<file path="config.mk">
export PLATFORM = sky130hd
export DESIGN_NAME = instruction_fetch
export DESIGN_NICKNAME = d
export VERILOG_FILES = /design/src/rtl/cpu16_pkg.sv /design/src/rtl/instruction_fetch_program_counter.sv /design/src/rtl/instruction_fetch.sv
export SDC_FILE = /design/constraint.sdc
export NUM_CORES = 1
export LEC_CHECK = 0
export CORE_ASPECT_RATIO = 0.75
export CORE_UTILIZATION = 43
export CTS_CLUSTER_DIAMETER = 120
export CTS_CLUSTER_SIZE = 14
export DETAILED_ROUTE_END_ITERATION = 12
export HOLD_SLACK_MARGIN = 0.1
export PLACE_DENSITY = 0.78
export RECOVER_POWER = 50
export SLEW_MARGIN = 10
export SYNTH_ARGS = -nofsm -noshare
export SYNTH_HDL_FRONTEND = slang
export SYNTH_SLANG_ARGS = --single-unit
</file>
<file path="constraint.sdc">
create_clock -name clk -period 1.9 [get_ports clk]
set_clock_uncertainty 0.15 [all_clocks]
set_input_delay 0.475 -clock clk [delete_from_list [all_inputs] [get_ports clk]]
set_output_delay 0.475 -clock clk [all_outputs]
set_load 0.02 [all_outputs]
</file>
<file path="src/rtl/cpu16_pkg.sv">
// Shared definitions for the 16-bit CPU front end: fetch FSM states,
// program-counter defaults and the opcode field position.
package cpu16_pkg;

  typedef enum logic [1:0] {
    IDLE  = 2'd0,
    REQ   = 2'd1,
    DRAIN = 2'd2,
    HOLD  = 2'd3
  } fetch_state_t;

  localparam logic [15:0] RESET_PC_DEFAULT = 16'h0000;
  localparam logic [15:0] PC_STEP_DEFAULT  = 16'd2;

  localparam int OPCODE_MSB = 15;
  localparam int OPCODE_LSB = 12;

  // Instructions are halfword aligned, so a redirect never lands on an odd byte.
  function automatic logic [15:0] align_target(input logic [15:0] target);
    return {target[15:1], 1'b0};
  endfunction

endpackage

</file>
<file path="src/rtl/instruction_fetch_program_counter.sv">
// Program counter register: redirect load has priority over sequential step;
// the step wraps naturally modulo 2^16.
module program_counter
  import cpu16_pkg::*;
#(
  parameter logic [15:0] RESET_PC = RESET_PC_DEFAULT,
  parameter logic [15:0] PC_STEP  = PC_STEP_DEFAULT
) (
  input  logic        clk,
  input  logic        reset,
  input  logic        load,
  input  logic [15:0] load_value,
  input  logic        inc,
  output logic [15:0] pc
);

  always_ff @(posedge clk) begin
    if (reset) begin
      pc <= RESET_PC;
    end else if (load) begin
      pc <= load_value;
    end else if (inc) begin
      pc <= pc + PC_STEP;
    end
  end

endmodule

</file>
<file path="src/rtl/instruction_fetch.sv">
// Instruction fetch stage: issues one halfword read at a time, tracks branch
// redirects against the outstanding request and holds the fetched word for decode.
module instruction_fetch
  import cpu16_pkg::*;
#(
  parameter logic [15:0] RESET_PC = RESET_PC_DEFAULT,
  parameter logic [15:0] PC_STEP  = PC_STEP_DEFAULT
) (
  input  logic        clk,
  input  logic        reset,
  output logic        imem_req,
  output logic [15:0] imem_addr,
  input  logic        imem_ack,
  input  logic [15:0] imem_rdata,
  input  logic        branch_taken,
  input  logic [15:0] branch_target,
  input  logic        stall,
  output logic        if_valid,
  output logic [15:0] if_instr,
  output logic [15:0] if_pc,
  output logic [3:0]  opcode,
  output logic        misalign,
  output logic [15:0] fetch_count
);

  fetch_state_t state;
  logic [15:0]  pc;
  logic [15:0]  target;
  logic         pc_load;
  logic         pc_inc;

  assign target  = align_target(branch_target);
  assign pc_load = branch_taken;
  assign pc_inc  = !branch_taken && imem_ack && (state == REQ);
  assign opcode  = if_instr[OPCODE_MSB:OPCODE_LSB];

  program_counter #(
    .RESET_PC (RESET_PC),
    .PC_STEP  (PC_STEP)
  ) u_pc (
    .clk        (clk),
    .reset      (reset),
    .load       (pc_load),
    .load_value (target),
    .inc        (pc_inc),
    .pc         (pc)
  );

  always_ff @(posedge clk) begin
    if (reset) begin
      state       <= IDLE;
      imem_req    <= 1'b0;
      imem_addr   <= RESET_PC;
      if_valid    <= 1'b0;
      if_instr    <= 16'h0000;
      if_pc       <= 16'h0000;
      misalign    <= 1'b0;
      fetch_count <= 16'h0000;
    end else begin
      if (branch_taken && branch_target[0]) begin
        misalign <= 1'b1;
      end
      case (state)
        IDLE: begin
          state     <= REQ;
          imem_req  <= 1'b1;
          imem_addr <= branch_taken ? target : pc;
        end
        REQ: begin
          if (branch_taken && imem_ack) begin
            imem_addr <= target;
          end else if (branch_taken) begin
            // The old request is still in flight; wait for its ack before reissuing.
            state <= DRAIN;
          end else if (imem_ack) begin
            state       <= HOLD;
            imem_req    <= 1'b0;
            if_valid    <= 1'b1;
            if_instr    <= imem_rdata;
            if_pc       <= imem_addr;
            fetch_count <= fetch_count + 16'd1;
          end
        end
        DRAIN: begin
          if (!branch_taken && imem_ack) begin
            state     <= REQ;
            imem_addr <= pc;
          end
        end
        HOLD: begin
          if (branch_taken) begin
            state     <= REQ;
            imem_req  <= 1'b1;
            imem_addr <= target;
            if_valid  <= 1'b0;
            if_instr  <= 16'h0000;
          end else if (!stall) begin
            state     <= REQ;
            imem_req  <= 1'b1;
            imem_addr <= pc;
            if_valid  <= 1'b0;
          end
        end
        default: state <= IDLE;
      endcase
    end
  end

endmodule

</file>
### Routed metal per tile, run 1

22 x 17 tiles, from black (low) to pale yellow (high), scaled to the fullest tile. Values are wire area over tile area, all layers added.
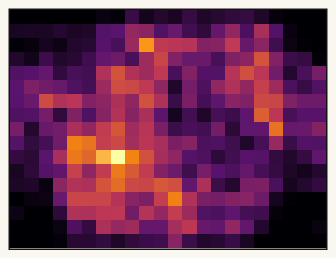
The emptiest ninth of the die: bottom right. 13% of the tiles are over half the peak. 12% of the tiles are nearly empty. The fullest tile reaches 0.82. The mean over all tiles is 0.22.

### Routed clock nets over the placement, run 1

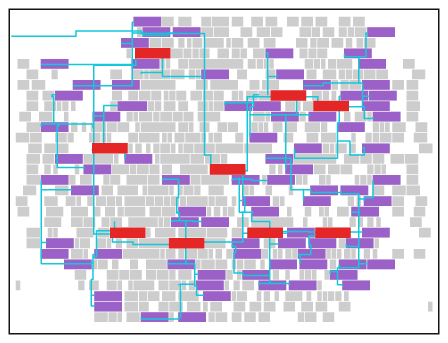
Key: cyan = clock wires [length 943 um]; red = clock-net drivers [count 9]; purple = flip-flops [count 82]
Position of the flops: widely spread. There are 10 routed clock nets.
clock network fraction of design power: 36.8%
clock latency on the worst-skew pair: 0.34 ns
clock network power consumption: 1920 uW

### Cell placement, run 1

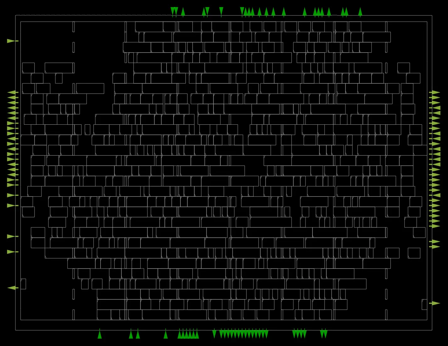
count of filler cells inserted in the layout: 666
flip-flop and latch share of the layout cell area: 28.64%
Placeable Area: 8491 um2
flip-flops: 82
final instance count without filler cells: 694

### Gate-type map, run 1

Bar = 20 um.
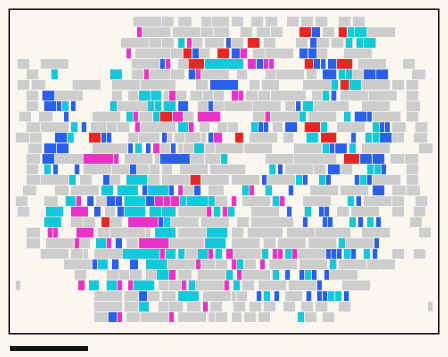
Key: cyan = aoi and oai cells [cells 105, most used a21oi_1]; magenta = nor cells [cells 60, most used nor2_1]; blue = nand cells [cells 108, most used nand2_1, where widely spread]; red = and/or cells [cells 17]

==> notes.md, run 1 <==
Summary of implementation figures.

STA
In the finished design, the share of the clock period the worst path needs comes to 103.3%. For the final routed database, the setup TNS stands at -0.08604 ns. The worst path setup slack after routing is -0.06249 ns. The count of endpoints failing setup in the final report is 2. The count of final hold-check violations is 0.

Clock tree
The cell chosen for the clock root is sky130_fd_sc_hd__clkbuf_16.

Power and ir drop
The cell internal power dissipation is 3582 uW. The power per standard cell area is approximately 910 nW/um2. The flow reports that sequential cells draw 38.2% of the design power.

Logic synthesis
Dividing the synthesized area by the synthesized cell count gives 8.411 um2. Per the synthesis report, the number of distinct cell types is 49. Counting every instance in the synthesized netlist gives 450.

Die
The number of tap instances is between 100 and 150. The horizontal extent of the die is approximately 110 um.

Detailed routing
The routed design uses about 5700 um of met2 wire. The detail route stage leaves a number of antenna-violating nets equal to 0. The routed design shows a via density per instance of 5.826.

Setup path
Looking at the reg2reg group, the worst path starts from state[0]. The number of cells traversed by the worst register-to-register path is 5. The largest single stage delay on the critical path is 0.55 ns.

The timing report attributes the biggest portion of critical-path delay to AND-OR/OR-AND gates. The timing report notes that buffer and inverter cells on the critical path total 1. STA classifies the critical path endpoint as a flip-flop.

Cells and area
The total of plain and repair buffers excluding clock buffers is 158. The layout contains a multi-input combinational cell count of 322. Per the run report, area growth between synthesis and finish was 51.54%.

After routing the design area is 5736 um2.

Status
The final reports fail on negative setup slack. The flow ran to the end, but the final reports show violations.

Placement
Once placement finished, the instance area stood at roughly 5200 um2.

Hold path
In this run the most critical hold path is launched from if_pc[6].
### Zoomed window, run 1

Bar = 10 um. Region (43, 12) to (68, 37) um. Cells in grey, sequential cells in the stronger grey; small squares are vias.
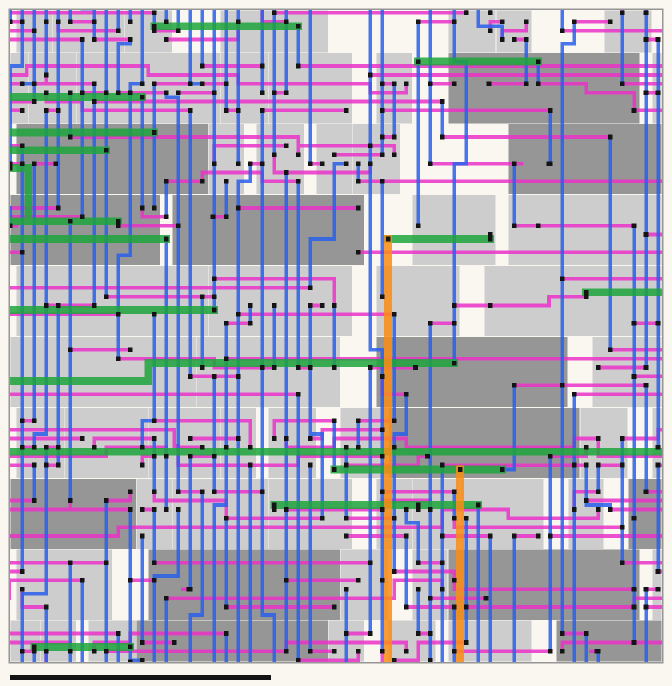

==> run 1 -> run 2 <==
==> constraint.sdc (replaced) <==
create_clock -name clk -period 1.9 [get_ports clk]
set_clock_uncertainty 0.15 [all_clocks]
set_input_delay 0.285 -clock clk [delete_from_list [all_inputs] [get_ports clk]]
set_output_delay 0.285 -clock clk [all_outputs]
set_load 0.02 [all_outputs]
### Zoomed window, run 2

Bar = 10 um. Region (43, 12) to (68, 37) um. Cells in grey, sequential cells in the stronger grey; small squares are vias.
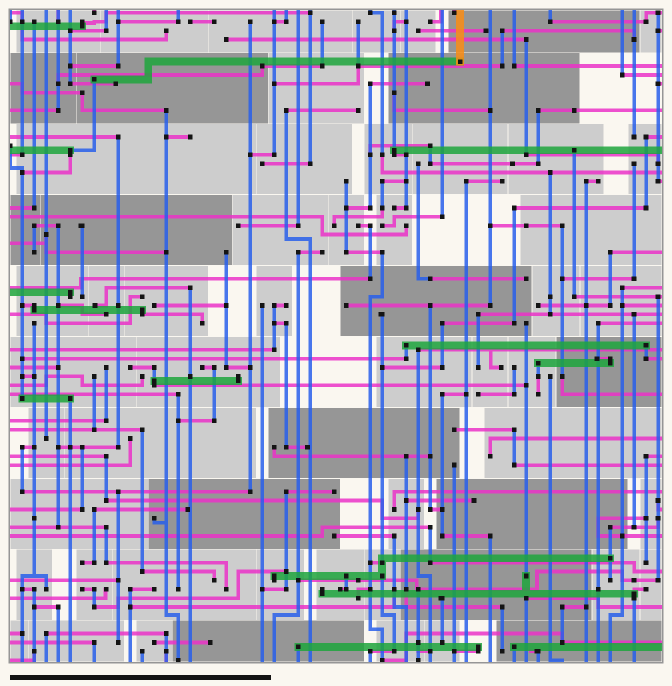
Key: green = M3; orange = M4; magenta = M1; blue = M2
Netlist names of flops here include `imem_addr` (9), `u_pc.pc` (2). 56 logic cells have their middle in the window. Sequential cells in the window: 12. Most frequent: nor2_1 (15), dfxtp_1 (12), clkdlybuf4s50_1 (8).

### Routed metal per tile, run 2

22 x 17 tiles, from black (low) to pale yellow (high), scaled to the fullest tile. Values are wire area over tile area, all layers added.
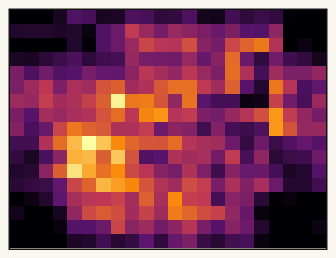
The fullest tile reaches 0.62. 22% of the tiles are over half the peak. 11% of the tiles are nearly empty. The mean over all tiles is 0.20.
average wire per cell in the routed design: 16.68 um
total vias in the final route: 3880
aggregate routed wire length: 11480 um

==> run 2 against run 1 <==
Against the previous run: the run still ends with negative setup slack left; critical path depth grew 3; register-to-register slack gained 0.04 ns; synthesized cell count is the same; via count shrank 4.0%; sequential power is essentially flat; critical endpoint is now imem_req; fmax grew 2.3%; final cell count shrank 0.86%; hold slack lost 0.012 ns; highest routed layer unchanged; global-route usage shrank 0.94 points.
==> notes.md, run 2 <==
Summary of implementation figures.

Power and ir drop
The cell internal power dissipation is 3524 uW (-1.6%). The relative contribution of sequential cells to total power is 38.8% (+0.6 points). The power per standard cell area was 898.2 nW/um2 (-0.91%).

Clock tree
The root buffer cell chosen for the clock tree is sky130_fd_sc_hd__clkbuf_16.

STA
The count of endpoints failing setup in the final report is 2 (unchanged). The worst path setup slack after routing came to -0.01813 ns (+0.04436 ns). The total negative slack for setup checks is -0.01928 ns (+0.06675 ns). The count of final hold-check violations is 0 (unchanged).

Detailed routing
The wire length on met2 was 5044 um (-11%). The remaining number of nets flagged by the antenna check after routing came to 0 (unchanged). The via density per instance is 5.640 (-3.2%).

Setup path
The maximum single-stage delay on the critical path was 0.35 ns (-0.20 ns). The family with the most delay on the worst path is buffers and inverters. The number of cells traversed by the worst register-to-register path is 8 (+3).

Cells and area
The total of plain and repair buffers excluding clock buffers came to 151 (-4.4%). The non-filler instance count after layout is 688 (-0.86%). The cell area after layout is 5694 um2 (-0.72%).

The area growth from synthesis to final layout is 50.45%. The number of logic gates is 323 (+0.31%).

Logic synthesis
The number of distinct library cell variants in the gate-level netlist after synthesis is 49 (unchanged). The number of instances in the synthesized netlist is 450 (unchanged). The synthesized area per cell is 8.411 um2 (unchanged).

Status
The flow ran to the end, but the final reports show violations. The final reports fail on negative setup slack.

Placement
The placed standard-cell area is 5166 um2 (about the same).

Die
The core region area is 8491 um2 (unchanged).

Hold path
The startpoint of the most critical hold path is reset.
### Cell placement, run 2

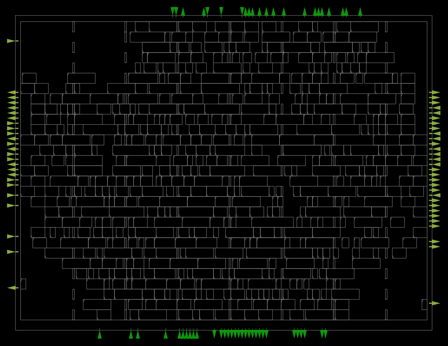
flip-flop and latch share of the layout cell area: 28.87%
Tapcell Cnt: 108
Cell Rows: 29

Power is estimated from default activity; no workload was simulated.
